### config.mk
export PLATFORM = sky130hd
export DESIGN_NAME = crc8_check_stream
export DESIGN_NICKNAME = d
export VERILOG_FILES = /design/src/rtl/crc8_check_stream.sv
export SDC_FILE = /design/constraint.sdc
export NUM_CORES = 1
export LEC_CHECK = 0
export CAP_MARGIN = 20
export CORE_AREA = 10 10 92 94
export DETAILED_ROUTE_END_ITERATION = 6
export DIE_AREA = 0 0 102 104
export PLACE_DENSITY = 0.77
export SYNTH_ARGS = -nofsm -noshare
export SYNTH_HDL_FRONTEND = slang
export SYNTH_SLANG_ARGS = --single-unit
### constraint.sdc
create_clock -name clock -period 2 [get_ports clock]
set_input_delay 0.2 -clock clock [delete_from_list [all_inputs] [get_ports clock]]
set_output_delay 0.2 -clock clock [all_outputs]
set_load 0.02 [all_outputs]
### src/rtl/crc8_check_stream.sv
// Receive-side CRC-8 checker: strips the trailing CRC byte from each frame, forwards the payload
// with m_tlast moved onto the last payload byte, and reports pass/fail plus saturating counters.
module crc8_check_stream #(
    parameter int unsigned CNT_W = 16
) (
    input  logic             clock,
    input  logic             reset_n,
    input  logic [7:0]       s_tdata,
    input  logic             s_tvalid,
    output logic             s_tready,
    input  logic             s_tlast,
    output logic [7:0]       m_tdata,
    output logic             m_tvalid,
    input  logic             m_tready,
    output logic             m_tlast,
    output logic             crc_valid,
    output logic             crc_ok,
    output logic [CNT_W-1:0] frame_cnt,
    output logic [CNT_W-1:0] err_cnt
);

    localparam logic [CNT_W-1:0] CNT_ONE = {{(CNT_W-1){1'b0}}, 1'b1};

    function automatic logic [7:0] crc_update(input logic [7:0] crc, input logic [7:0] b);
        logic [7:0] x;
        logic [7:0] n;
        x    = crc ^ b;
        n[0] = x[2] ^ x[4] ^ x[5];
        n[1] = x[0] ^ x[3] ^ x[5] ^ x[6];
        n[2] = x[0] ^ x[1] ^ x[4] ^ x[6] ^ x[7];
        n[3] = x[0] ^ x[1] ^ x[4] ^ x[7];
        n[4] = x[0] ^ x[1] ^ x[4];
        n[5] = x[1] ^ x[2] ^ x[5];
        n[6] = x[0] ^ x[2] ^ x[3] ^ x[6];
        n[7] = x[1] ^ x[3] ^ x[4] ^ x[7];
        return n;
    endfunction

    logic [7:0]       crc_q, crc_d;
    logic [7:0]       hold_q, hold_d;
    logic             hold_valid_q, hold_valid_d;
    logic [7:0]       m_tdata_q, m_tdata_d;
    logic             m_tvalid_q, m_tvalid_d;
    logic             m_tlast_q, m_tlast_d;
    logic             crc_valid_q, crc_valid_d;
    logic             crc_ok_q, crc_ok_d;
    logic [CNT_W-1:0] frame_cnt_q, frame_cnt_d;
    logic [CNT_W-1:0] err_cnt_q, err_cnt_d;
    logic [7:0]       crc_next;
    logic             accept;

    always_comb begin
        s_tready     = !m_tvalid_q | m_tready;
        accept       = s_tvalid & s_tready;
        crc_next     = crc_update(crc_q, s_tdata);
        crc_d        = crc_q;
        hold_d       = hold_q;
        hold_valid_d = hold_valid_q;
        m_tdata_d    = m_tdata_q;
        m_tvalid_d   = m_tvalid_q;
        m_tlast_d    = m_tlast_q;
        crc_valid_d  = 1'b0;
        crc_ok_d     = 1'b0;
        frame_cnt_d  = frame_cnt_q;
        err_cnt_d    = err_cnt_q;

        if (m_tvalid_q && m_tready) begin
            m_tvalid_d = 1'b0;
        end

        if (accept) begin
            // The held byte is the last payload byte exactly when the incoming byte is the CRC.
            if (hold_valid_q) begin
                m_tdata_d  = hold_q;
                m_tvalid_d = 1'b1;
                m_tlast_d  = s_tlast;
            end
            if (!s_tlast) begin
                hold_d       = s_tdata;
                hold_valid_d = 1'b1;
                crc_d        = crc_next;
            end else begin
                hold_valid_d = 1'b0;
                crc_d        = 8'h00;
                crc_valid_d  = 1'b1;
                crc_ok_d     = (crc_next == 8'h00);
                if (frame_cnt_q != {CNT_W{1'b1}}) begin
                    frame_cnt_d = frame_cnt_q + CNT_ONE;
                end
                if (crc_next != 8'h00 && err_cnt_q != {CNT_W{1'b1}}) begin
                    err_cnt_d = err_cnt_q + CNT_ONE;
                end
            end
        end
    end

    always_ff @(posedge clock or negedge reset_n) begin
        if (!reset_n) begin
            crc_q        <= 8'h00;
            hold_q       <= 8'h00;
            hold_valid_q <= 1'b0;
            m_tdata_q    <= 8'h00;
            m_tvalid_q   <= 1'b0;
            m_tlast_q    <= 1'b0;
            crc_valid_q  <= 1'b0;
            crc_ok_q     <= 1'b0;
            frame_cnt_q  <= '0;
            err_cnt_q    <= '0;
        end else begin
            crc_q        <= crc_d;
            hold_q       <= hold_d;
            hold_valid_q <= hold_valid_d;
            m_tdata_q    <= m_tdata_d;
            m_tvalid_q   <= m_tvalid_d;
            m_tlast_q    <= m_tlast_d;
            crc_valid_q  <= crc_valid_d;
            crc_ok_q     <= crc_ok_d;
            frame_cnt_q  <= frame_cnt_d;
            err_cnt_q    <= err_cnt_d;
        end
    end

    assign m_tdata   = m_tdata_q;
    assign m_tvalid  = m_tvalid_q;
    assign m_tlast   = m_tlast_q;
    assign crc_valid = crc_valid_q;
    assign crc_ok    = crc_ok_q;
    assign frame_cnt = frame_cnt_q;
    assign err_cnt   = err_cnt_q;

endmodule

==> tab_implementation.tex, run 1 <==
% Auto-generated results table
\begin{tabular}{lr}
\hline
Metric & Value \\
\hline
\multicolumn{2}{l}{\textbf{Cells and area}} \\
Buffers outside the clock class & just under 100 \\
Non-Clock Buffer Area Fraction & 0.224 \\
Most frequent logic cell in the layout & sky130\_fd\_sc\_hd\_\_dfrtp\_1 \\
Synthesis-to-layout area growth & 42.6\% \\
Fill cell total of the finished layout & between 500 and 600 \\
Area occupied by registers & between 1500 and 2000 um\^{}2 \\
Max-area cell class & sequential cells \\
Layout clock buffers & 14 \\
Register share of the cell area & 0.371 \\
Multi-input gate count & $\sim$170 \\
Non-CTS inverters & 6 \\
\multicolumn{2}{l}{\textbf{Drt}} \\
Uppermost layer routed & met4 \\
Routed Antenna Nets & 0 \\
Iter 0 DRT Violations & between 70 and 80 \\
Average detailed-routed wire length per instance & about 15 um \\
Total vias in the final route & approximately 2200 \\
M1 WL & around 2700 um \\
\multicolumn{2}{l}{\textbf{Synth}} \\
Post-synth EDFFs & 0 \\
Sequential element share of the synthesized area & 0.530 \\
Yosys top cell by instances & sky130\_fd\_sc\_hd\_\_dfrtp\_1 \\
Dominant non-sequential cell family after synthesis & XOR/XNOR gates \\
Yosys synthesis chip area & 2880 um\^{}2 \\
Flop and latch count out of synthesis & about 61 \\
MUX area fraction & 0.0890 \\
Netlist Area Pre-Place & 2880 um\^{}2 \\
Top cells, area & sky130\_fd\_sc\_hd\_\_dfrtp\_1, sky130\_fd\_sc\_hd\_\_xnor2\_1, sky130\_fd\_sc\_hd\_\_mux2\_2 \\
Number of instances in the synthesized netlist & 241 \\
Warnings, synthesis & 0 \\
Area fraction in compound gates after synthesis & 0.0408 \\
Adder-cell share of the synthesized area & 0.00868 \\
Synth Area in Simple Gates & 0.142 \\
Count of cell types in the netlist & 34 \\
Async set-reset flop share out of synthesis & 1.00 \\
\multicolumn{2}{l}{\textbf{Pwr}} \\
Power density of the placed cells & 1230 nW/um\^{}2 \\
LEAKAGE & $\sim$0.0018 uW \\
Proportion of power drawn by combinational gates & 0.457 \\
Clock network fraction of design power & 0.197 \\
Seq power & about 1700 uW \\
Cell internal pwr & between 3000 and 4000 uW \\
\multicolumn{2}{l}{\textbf{Final timing}} \\
Post-route worst setup slack & -110 ps \\
\# setup viols final & 14 \\
Final number of max-transition violations & 0 \\
Unrepaired setup endpoints after global routing & yes \\
Worst-Margin Slew & roughly 440 ps \\
Min Tclk post-route & 2110 ps \\
\multicolumn{2}{l}{\textbf{Run status}} \\
Failing checks & negative setup slack \\
Run status & complete, but fails checks \\
\multicolumn{2}{l}{\textbf{Worst setup path}} \\
Data required, critical path & around 2200 ps \\
Kind of critical path & flop to flop \\
Worst Setup End Kind & flop \\
Critical R2R Launch & crc\_q[3] \\
Buffers \& Inverters on Critical Path & 1 \\
Sort of element at the start of the critical path & flop \\
Biggest cell delay along the critical path & 500 ps \\
\multicolumn{2}{l}{\textbf{Floorplanning}} \\
I/O pin count & $\sim$58 \\
Area of the core & 6680 um\^{}2 \\
Height of the die & $\sim$100 um \\
\multicolumn{2}{l}{\textbf{CTS}} \\
Number of levels the H-tree was split into & 3 \\
Root buffer cell & sky130\_fd\_sc\_hd\_\_clkbuf\_8 \\
Number of buffers created by CTS & 9 \\
CTS tree & built \\
Number of buffers between clock root and the deepest sink & 2 \\
\multicolumn{2}{l}{\textbf{Global route}} \\
GR Util All Layers & 0.123 \\
Overall overflow remaining after global route & 0 \\
Met3 track utilization from global routing & 0.0372 \\
Global-route wire length before repair & approximately 10000 um \\
Antenna violations before repair & 0 \\
\multicolumn{2}{l}{\textbf{Placed design}} \\
HPWL reported at the end of detailed placement & 4820 um \\
Worst setup slack after placement & -401 ps \\
Count of buffers inserted at the top-level ports & 57 \\
\multicolumn{2}{l}{\textbf{Min path}} \\
Type of the worst min-delay path & input port to async pin \\
\hline
\end{tabular}
-- run 1: flip-flops by register name (all words and copies together), names as in the netlist --
signal        flops
err_cnt          16
m_tlast           1
crc_ok            1
m_tvalid          1
crc_q             8
hold_q            8
frame_cnt        16
hold_valid_q      1
crc_valid         1
m_tdata           8
-- run 1: per-stage QoR --
stage	cells	hold slack, ps	util	power (uW)	instance area, um^2
floorplan	241	-95.6	-	3070	2900
global placement	413	235	0.579	3950	3870
detailed placement	413	234	0.579	4010	3870
CTS	430	397	0.609	5030	4070
global route	432	423	0.615	5310	4110
finish	432	394	0.615	5040	4110
-- run 1: timing repair --
| item | CTS | global route |
|---|---|---|
| endpoints found under the hold margin | 61 | 0 |
| buffers inserted | 1 | 2 |
| hold buffers | 1 | 0 |
| resized | 1 | 4 |
| setup endpoints to repair | 11 | 17 |
**Run 1: signal wires by layer**

The bar under the picture is 20 um long. Only two layers are drawn.
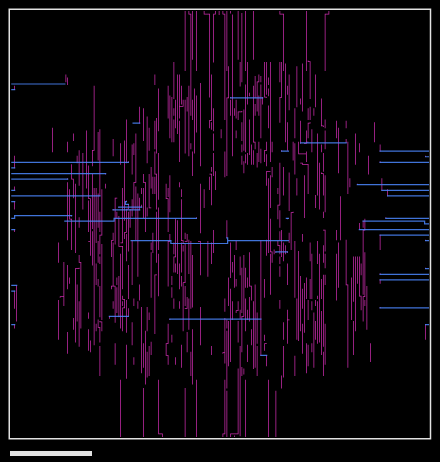
[blue] met3 | wire length: 415 um
[magenta] met2 | wire length: 3440 um

**Run 1: the clock network**

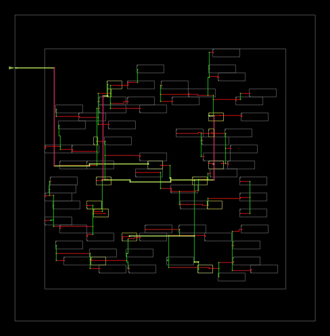
clock latency at the later pin of the worst-skew pair: 340 ps
clock tree skew after final layout: 11.3 ps
clock network power: 994 uW

**Run 1: placement by cell class**

Fill, decap, tap and diode cells in gray.
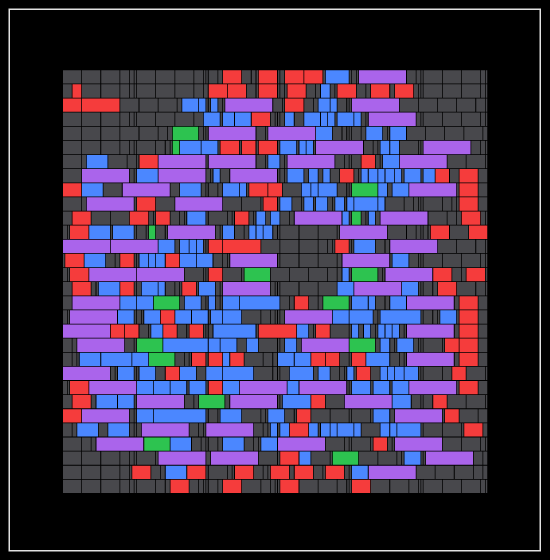
[red] other buffers and delay cells | cells: 99 | share of their area: 23%
[blue] all other logic | cells: 177 | share of their area: 35%
[purple] flip-flops | cells: 61 | share of their area: 38%
[green] clock drivers and dummy loads | cells: 15 | share of their area: 4.4%

**Run 1: sequential cells colored by netlist name**

The bar under the picture is 20 um long.
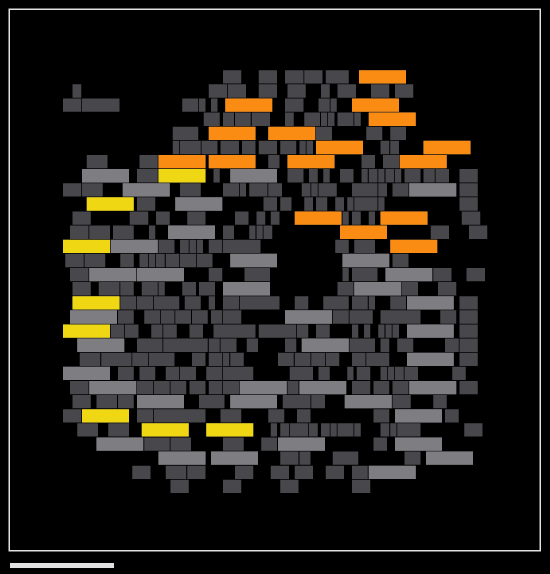

==> run 1 -> run 2 <==
- PLACE_DENSITY: 0.77 -> 0.72
- clock period: 2 -> 1.9 ns (I/O delays scaled with it)
**Run 2: sequential cells colored by netlist name**

The bar under the picture is 20 um long.
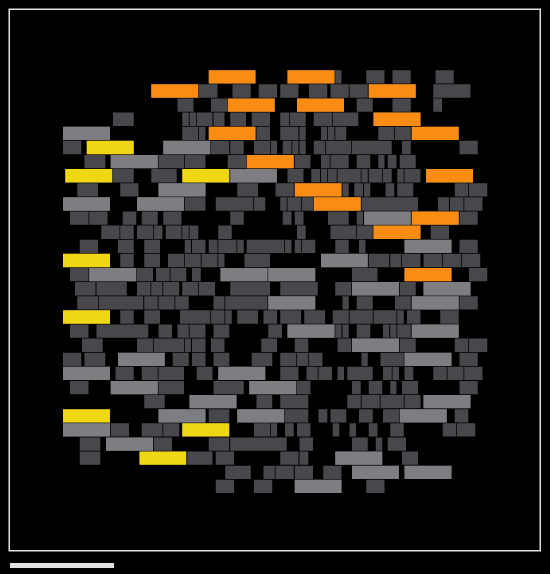
[orange] frame_cnt | placed flops: 16
[yellow] hold_q | placed flops: 8
not colored: 37
area occupied by registers: 1530 um^2
Seq power: 1810 uW
final core utilization: 0.641
register share of the cell area: 0.357

**Run 2: signal wires by layer**

The bar under the picture is 20 um long. Only two layers are drawn.
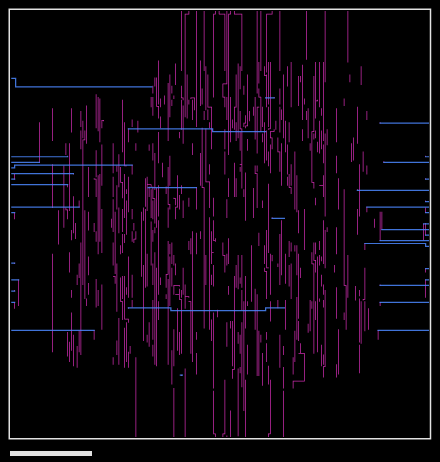
[blue] met3 | wire length: 382 um
[magenta] met2 | wire length: 3380 um
GR Util All Layers: 0.135
total detailed-routing wirelength: 6670 um
average detailed-routed wire length per instance: 15.1 um
total vias in the final route: 2171

==> run 2 against run 1 <==
The run still ends with negative setup slack left. Setup slack worse by 94 ps. Sequential power is 4% higher. Clock power is 31% higher. Highest routed layer unchanged.
==> tab_implementation.tex, run 2 <==
% Auto-generated results table
\begin{tabular}{lr}
\hline
Metric & Value \\
\hline
\multicolumn{2}{l}{\textbf{Floorplanning}} \\
Height of the die & 104 um (unchanged) \\
Area of the core & 6680 um\^{}2 (unchanged) \\
Number of well taps & approximately 80 \\
I/O pin count & 58 (unchanged) \\
\multicolumn{2}{l}{\textbf{Synth}} \\
Count of cell types in the netlist & 34 (unchanged) \\
Adder-cell share of the synthesized area & 0.00868 (unchanged) \\
Most used standard cells in the synthesized netlist & sky130\_fd\_sc\_hd\_\_dfrtp\_1, sky130\_fd\_sc\_hd\_\_xnor2\_1, sky130\_fd\_sc\_hd\_\_nor2\_1, sky130\_fd\_sc\_hd\_\_xor2\_1, sky130\_fd\_sc\_hd\_\_mux2\_2 \\
Yosys synthesis chip area & 2880 um\^{}2 (unchanged) \\
Post-synth EDFFs & 0 (unchanged) \\
Yosys top cell by instances & sky130\_fd\_sc\_hd\_\_dfrtp\_1 \\
Largest area contributor in the synthesized netlist & sky130\_fd\_sc\_hd\_\_dfrtp\_1 \\
MUX area fraction & 0.0890 (unchanged) \\
Number of instances in the synthesized netlist & 241 (unchanged) \\
Async set-reset flop share out of synthesis & 1.00 (unchanged) \\
Netlist Area Pre-Place & 2880 um\^{}2 (unchanged) \\
Ys cells & 241 \\
Sequential element share of the synthesized area & 0.530 (unchanged) \\
Warnings, synthesis & 0 (unchanged) \\
Flop and latch count out of synthesis & 61 (unchanged) \\
Synth Area in Simple Gates & 0.142 (unchanged) \\
Area fraction in compound gates after synthesis & 0.0408 (unchanged) \\
Top cells, area & sky130\_fd\_sc\_hd\_\_dfrtp\_1, sky130\_fd\_sc\_hd\_\_xnor2\_1, sky130\_fd\_sc\_hd\_\_mux2\_2 \\
Dominant non-sequential cell family after synthesis & XOR/XNOR gates \\
\multicolumn{2}{l}{\textbf{Global route}} \\
Met3 track utilization from global routing & 0.0512 (+0.0140) \\
Largest net degree at the start of global routing & approximately 62 \\
Global-route wire length before repair & 11500 um (+11\%) \\
Overall overflow remaining after global route & 0 (unchanged) \\
Antenna violations before repair & 0 (unchanged) \\
\multicolumn{2}{l}{\textbf{Cells and area}} \\
Max-area cell class & sequential cells \\
Post-layout net count & 371 \\
Multi-input logic area & about 1400 um\^{}2 \\
Most instantiated logic cells after routing & sky130\_fd\_sc\_hd\_\_dfrtp\_1, sky130\_fd\_sc\_hd\_\_clkdlybuf4s50\_1, sky130\_fd\_sc\_hd\_\_buf\_4 \\
Non-Clock Buffer Area Fraction & 0.233 (+0.00892) \\
Proportion of cell area spent on the clock network & 0.0526 \\
Fill cell total of the finished layout & 521 (-7.5\%) \\
Buffers outside the clock class & 107 (+8.1\%) \\
Multi-input gate count & 171 (unchanged) \\
Most frequent logic cell in the layout & sky130\_fd\_sc\_hd\_\_dfrtp\_1 \\
Layout clock buffers & 12 (-2) \\
Synthesis-to-layout area growth & 48.5\% \\
Non-CTS inverters & 6 (unchanged) \\
\multicolumn{2}{l}{\textbf{Drt}} \\
Routed Antenna Nets & 0 (unchanged) \\
Iter 0 DRT Violations & 48 (-36\%) \\
\multicolumn{2}{l}{\textbf{Placed design}} \\
Count of buffers inserted at the top-level ports & 57 (unchanged) \\
HPWL reported at the end of detailed placement & 4910 um (+1.9\%) \\
\multicolumn{2}{l}{\textbf{Final timing}} \\
Unrepaired setup endpoints after global routing & yes \\
Number of endpoints with negative hold slack in the final report & 0 \\
Accumulated negative setup slack & -1820 ps \\
Clock tree skew after final layout & 9.64 ps (-1.69 ps) \\
Final number of max-transition violations & 0 (unchanged) \\
Min Tclk post-route & 2100 ps (-6.28 ps) \\
Worst-Margin Slew & 400 ps (-39.1 ps) \\
Post-route worst setup slack & -203 ps (-93.7 ps) \\
\# setup viols final & 16 (+2) \\
Worst hold-check slack & 374 ps (-20.5 ps) \\
\multicolumn{2}{l}{\textbf{CTS}} \\
Post-CTS setup repair buffer count & 3 (+2) \\
Number of buffers created by CTS & 9 (unchanged) \\
Clock latency at the later pin of the worst-skew pair & 340 ps (about the same) \\
CTS tree & built \\
Root buffer cell & sky130\_fd\_sc\_hd\_\_clkbuf\_8 \\
Hold bufs inserted after CTS & 1 (unchanged) \\
Number of levels the H-tree was split into & 3 (unchanged) \\
Number of buffers between clock root and the deepest sink & 2 (unchanged) \\
Post-cts gate resize count & 7 (+6) \\
\multicolumn{2}{l}{\textbf{Pwr}} \\
Clock network fraction of design power & 0.230 (+0.033) \\
Combinational cell power & around 2500 uW \\
Power density of the placed cells & 1320 nW/um\^{}2 (+7.7\%) \\
Clock network power & 1300 uW (+31\%) \\
Proportion of power drawn by combinational gates & 0.449 (-0.008) \\
Cell internal pwr & 3800 uW (+14\%) \\
LEAKAGE & 0.00189 uW (+3.3\%) \\
Power share of the sequential group & 0.321 \\
\multicolumn{2}{l}{\textbf{Run status}} \\
Run status & complete, but fails checks \\
Failing checks & negative setup slack \\
\multicolumn{2}{l}{\textbf{Worst setup path}} \\
Data required, critical path & 2120 ps (-110 ps) \\
Buffers \& Inverters on Critical Path & 1 (unchanged) \\
Critical R2R Launch & crc\_q[3] \\
Worst Setup End Kind & flop \\
Biggest cell delay along the critical path & 500 ps (about the same) \\
Sort of element at the start of the critical path & flop \\
Kind of critical path & flop to flop \\
Setup slack, reg-to-reg & -200 ps \\
Terminus of the critical flop-to-flop path & err\_cnt[1] \\
\multicolumn{2}{l}{\textbf{Min path}} \\
Type of the worst min-delay path & input port to async pin \\
\hline
\end{tabular}
## run 2: cell counts after synthesis
No cell type changed its count.
## run 2: through the flow
stage | power [uW] | instances | instance area, um^2 | util | setup WS, ps
after detailed placement | 4320 | 421 | 3950 | 0.592 | -490
after global placement | 4260 | 421 | 3950 | 0.592 | -458
after floorplan | 3240 | 241 | 2910 | - | -285
after global routing | 6010 | 441 | 4280 | 0.641 | -259
after CTS | 5710 | 441 | 4240 | 0.635 | -189
final | 5650 | 441 | 4280 | 0.641 | -203
## run 2: metal layers
layer	share of wire	wire length (um)
met1	0.43	2840
met2	0.51	3380
met3	0.057	381
met4	0.010	70
met5	0	0
Power and IR drop assume default switching activity.
